<file path="config.mk">
export PLATFORM = sky130hd
export DESIGN_NAME = parking_sensor_debounce
export DESIGN_NICKNAME = d
export VERILOG_FILES = /design/src/rtl/parking_sensor_debounce.sv
export SDC_FILE = /design/constraint.sdc
export NUM_CORES = 1
export LEC_CHECK = 0
export ABC_CLOCK_PERIOD_IN_PS = 1750
export CAP_MARGIN = 20
export CORE_ASPECT_RATIO = 0.6
export CORE_MARGIN = 5
export CORE_UTILIZATION = 54
export CTS_CLUSTER_SIZE = 20
export DETAILED_ROUTE_END_ITERATION = 16
export PLACE_DENSITY = 0.75
export SLEW_MARGIN = 10
export SYNTH_ARGS = -nofsm -noshare
export SYNTH_HDL_FRONTEND = slang
export SYNTH_SLANG_ARGS = --single-unit
</file>
<file path="constraint.sdc">
create_clock -name clk -period 1.75 [get_ports clk]
set_input_delay 0.2625 -clock clk [delete_from_list [all_inputs] [get_ports clk]]
set_output_delay 0.2625 -clock clk [all_outputs]
set_load 0.01 [all_outputs]
</file>
<file path="src/rtl/parking_sensor_debounce.sv">
`default_nettype none
// ============================================================================
//  Module      : parking_sensor_debounce (with parking_sensor_debounce_chan)
//  Description : Synchronises and debounces the two gate sensors (A outer,
//                B inner). Presents stable A/B levels plus change and
//                sequence-error strobes to the occupancy counter.
//  Revision    : 1.0 - initial release
// ============================================================================

// ----------------------------------------------------------------------------
// One debounce channel. It exposes the level the debounced output will take
// on the next edge, so that the top can register the output and the strobes
// in the same cycle.
// ----------------------------------------------------------------------------
module parking_sensor_debounce_chan #(
  parameter int DB_CYCLES = 100000,
  parameter int CNT_W     = $clog2(DB_CYCLES)
) (
  input  logic clk,
  input  logic rst,
  input  logic i_sync,
  output logic o_db_next
);

  typedef enum logic [1:0] {
    ST_ZERO  = 2'd0,
    ST_WAIT1 = 2'd1,
    ST_ONE   = 2'd2,
    ST_WAIT0 = 2'd3
  } state_t;

  localparam logic [CNT_W-1:0] c_CNT_MAX = CNT_W'(DB_CYCLES - 1);
  localparam logic [CNT_W-1:0] c_CNT_ONE = CNT_W'(1);

  state_t           r_state;
  state_t           w_state_nxt;
  logic [CNT_W-1:0] r_cnt;
  logic [CNT_W-1:0] w_cnt_nxt;

  // State and counter registers; reset drops any partially counted change.
  always_ff @(posedge clk) begin
    if (!rst) begin
      r_state <= ST_ZERO;
      r_cnt   <= '0;
    end else begin
      r_state <= w_state_nxt;
      r_cnt   <= w_cnt_nxt;
    end
  end

  // Next-state logic: a new level needs DB_CYCLES consecutive samples, and
  // one opposite sample aborts the window back to the stable state.
  always_comb begin
    w_state_nxt = r_state;
    w_cnt_nxt   = r_cnt;
    case (r_state)
      ST_ZERO: begin
        if (i_sync) begin
          w_state_nxt = ST_WAIT1;
          w_cnt_nxt   = c_CNT_ONE;
        end
      end
      ST_WAIT1: begin
        if (!i_sync) begin
          w_state_nxt = ST_ZERO;
        end else if (r_cnt == c_CNT_MAX) begin
          w_state_nxt = ST_ONE;
        end else begin
          w_cnt_nxt = r_cnt + c_CNT_ONE;
        end
      end
      ST_ONE: begin
        if (!i_sync) begin
          w_state_nxt = ST_WAIT0;
          w_cnt_nxt   = c_CNT_ONE;
        end
      end
      ST_WAIT0: begin
        if (i_sync) begin
          w_state_nxt = ST_ONE;
        end else if (r_cnt == c_CNT_MAX) begin
          w_state_nxt = ST_ZERO;
        end else begin
          w_cnt_nxt = r_cnt + c_CNT_ONE;
        end
      end
      default: begin
        w_state_nxt = ST_ZERO;
      end
    endcase
  end

  // Moore output of the next state: high in ONE and WAIT0.
  always_comb begin
    o_db_next = (w_state_nxt == ST_ONE) || (w_state_nxt == ST_WAIT0);
  end

endmodule

// ----------------------------------------------------------------------------
// Top: two-flop synchronisers, two independent channels, registered
// outputs and strobes. Bit 0 is channel A, bit 1 is channel B.
// ----------------------------------------------------------------------------
module parking_sensor_debounce #(
  parameter int DB_CYCLES = 100000,
  parameter int CNT_W     = $clog2(DB_CYCLES)
) (
  input  logic clk,
  input  logic rst,
  input  logic a_raw,
  input  logic b_raw,
  output logic a_db,
  output logic b_db,
  output logic ab_change,
  output logic seq_err
);

  logic [1:0] r_s1;
  logic [1:0] r_s2;
  logic [1:0] w_db_next;
  logic [1:0] w_diff;
  logic [1:0] r_db;
  logic       r_ab_change;
  logic       r_seq_err;

  // Two-flop synchronisers for both raw sensor lines.
  always_ff @(posedge clk) begin
    if (!rst) begin
      r_s1 <= 2'b00;
      r_s2 <= 2'b00;
    end else begin
      r_s1 <= {b_raw, a_raw};
      r_s2 <= r_s1;
    end
  end

  for (genvar gi = 0; gi < 2; gi++) begin : g_chan
    parking_sensor_debounce_chan #(
      .DB_CYCLES (DB_CYCLES),
      .CNT_W     (CNT_W)
    ) u_chan (
      .clk       (clk),
      .rst       (rst),
      .i_sync    (r_s2[gi]),
      .o_db_next (w_db_next[gi])
    );
  end

  // Channels whose debounced level flips on the coming edge.
  always_comb begin
    w_diff = w_db_next ^ r_db;
  end

  // Registered levels and strobes, updated on the same edge; both channels
  // flipping together is a non-Gray step.
  always_ff @(posedge clk) begin
    if (!rst) begin
      r_db        <= 2'b00;
      r_ab_change <= 1'b0;
      r_seq_err   <= 1'b0;
    end else begin
      r_db        <= w_db_next;
      r_ab_change <= |w_diff;
      r_seq_err   <= &w_diff;
    end
  end

  assign a_db      = r_db[0];
  assign b_db      = r_db[1];
  assign ab_change = r_ab_change;
  assign seq_err   = r_seq_err;

endmodule

`default_nettype wire
</file>
### Track usage over the die

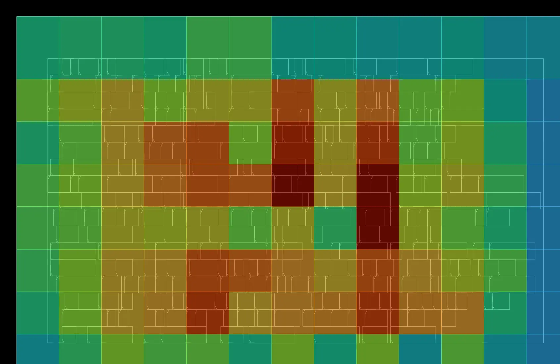
met1 usage: 30.9%
GRT Max-Usage Layer: met1
Final Util: 72.2%
met2 usage in global routing: 25.4%

### Signal wires by layer

Scale: 4 px per um. Only two layers are drawn.
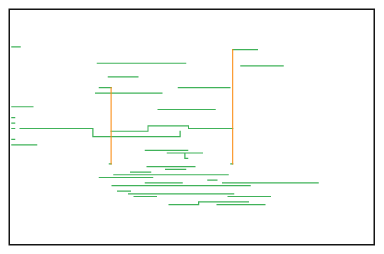
[orange] metal 4 | wire length: 47.6 um
[green] metal 3 | wire length: 419 um

### Met3 routing

Scale: 4 px per um.
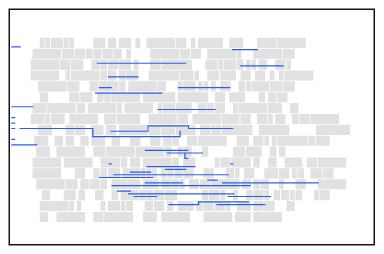
share of all routed wire: 8.2%
nets with wire on the layer: 28
wire length on this layer: 419 um

==> flow_metrics.py <==
# Flow results
metrics = {
    "synthesis": {
        "edf_count": 0,
        "ys_cells": 243,
        "yosys.area_share.aoi_pct": 11.9,
        "ys_seq_share_pct": 43.4,
        "simple_gate_area_share_pct": 31.8,
        "top_cell": "dfxtp_1",
        "synthCells": 243,
        "xor_share_pct": 8.68,
        "fp_nets": 249,
        "area_leaders": "dfxtp_1 43%, xnor2_1 5.4%, nor2_1 5.1%, nand3_1 4.5%, a21boi_0 3.9%",
        "ff_type": "dfxtp_1",
        "synth_area_um2": 2120,
        "largest_area_cell": "dfxtp_1",
        "mux_area_share_pct": 1.12,
        "logic_family": "simple AND/OR/NAND/NOR gates",
        "ys_area_um2": 2120,
    },
    "placed_design": {
        "place_inst": 322,
        "gp_congestion": 0.888,
        "place_ws_ns": -0.0779,
        "numPortBuffers": 7,
        "dpl.hpwl_um": 3560,
    },
    "worst_setup_path": {
        "worstPathMaxFanout": 3,
        "critPathArrivalTime_ns": 2.07,
        "r2r_start": "g_chan[1].u_chan.r_cnt[6]$_SDFFE_PN0P_",
        "ff2ff_setup_slack_ns": -0.11,
        "crit_path_top_delay_cell": "or4_4",
        "rr_worst_depth": 6,
        "crit_start": "g_chan[1].u_chan.r_cnt[6]$_SDFFE_PN0P_",
        "end_kind": "register",
        "cp-start-kind": "register",
        "critPathMaxStageDelay_ns": 0.54,
        "crit_chain": "or4_4, nor4_4, nand3_2, mux2i_4, xnor2_2, o21a_1",
        "path_buffers": 0,
        "path_delay_family": "simple AND/OR/NAND/NOR gates",
        "required_ns": 1.95,
    },
    "die": {
        "core_area_um2": 3720,
        "die_y_um": 58.5,
        "die_w_um": 90.9,
        "row_count": 17,
        "dieArea_um2": 5320,
        "io_pins": 8,
    },
    "flow_run": {
        "cap_viol_max_count": 0,
        "warning_count": 28,
    },
    "cells_and_area": {
        "most-common-layout-cells": "41 x dfxtp_1, 33 x buf_4, 27 x nor2_1",
        "nonClkBufAreaFrac_pct": 12.2,
        "comb_area_um2": 1260,
        "largestRegisters": "g_chan.u_chan.r_cnt (34), g_chan.u_chan.r_state (4)",
        "fin_cells": 333,
        "drive_gt1_share_pct": 24.8,
        "comb_cells": 186,
        "ff_latch_area_um2": 930,
        "n_all_inverters": 5,
        "clk_share_pct": 3.21,
        "fillers": 283,
        "nNetsFinal": 291,
        "layout_top_cell": "dfxtp_1",
        "top_register": "g_chan.u_chan.r_cnt",
        "sh_comb_area_pct": 47.1,
        "largest_reg_flops": 34,
        "area_dominant_class": "combinational gates",
        "n_all_buffers": 41,
    },
    "final_timing": {
        "hold_viol": 0,
        "setup_viol": 10,
        "setup_ws_ns": -0.114,
        "skew_ns": 0.00576,
        "slew_headroom_pct": 64.2,
        "fmax_mhz": 536,
        "layout_min_cycle_time_ns": 1.86,
        "finalSetupTns_ns": -0.516,
        "worstMarginPinSlew_ns": 0.533,
        "final_max_slew_viol_count": 0,
    },
    "power_and_ir_drop": {
        "leakage_uw": 0.000962,
        "combPwrFrac_pct": 4.4,
        "irDropWorstVdd_v": 0.000675,
        "p_per_area_nw_per_um2": 666,
        "net-switching-power_uw": 421,
        "p_int_uw": 1370,
        "pg_comb_uw": 79.4,
        "swShare_pct": 23.5,
        "clkPwrFrac_pct": 36.4,
        "pg_seq_uw": 1060,
        "seqPwrFrac_pct": 59.2,
        "power.group.top": "sequential cells",
    },
    "routing": {
        "maxUsedRoutingLayer": "met4",
        "drc_errors": 0,
        "initialDrtViolationCount": 202,
        "drt-wirelength-per-cell_um": 15.4,
        "wirelength_um": 5140,
        "wl_met1_um": 2590,
        "dr.pass1.iters": 4,
        "postRouteAntennaNets": 0,
        "wl_met3_um": 418,
        "vias_per_cell": 5.70,
    },
    "clocking": {
        "cts_setup_buffers": 0,
        "clkTransAtPathRegs_ns": 0.09,
        "cts_max_level": 2,
        "cts_tree": "done",
        "ctsRootBufferMaster": "clkbuf_8",
        "clock-sinks": 46,
        "clk_latency_ns": 0.30,
        "holdBufCountCts": 0,
        "cts_buffers": 5,
    },
    "global_route": {
        "use_met3_pct": 5.24,
        "grt-ovfl-total": 0,
        "grt_max_degree": 16,
        "antenna_found_initial": 0,
        "gr-usage-all-layers_pct": 19.8,
        "grt_pass1_wl_um": 8390,
    },
    "min_path": {
        "whs_path_depth": 1,
        "hp-class": "register to register",
    },
    "run_status": {
        "violations": "negative setup slack",
        "status": "complete, but fails checks",
    },
}
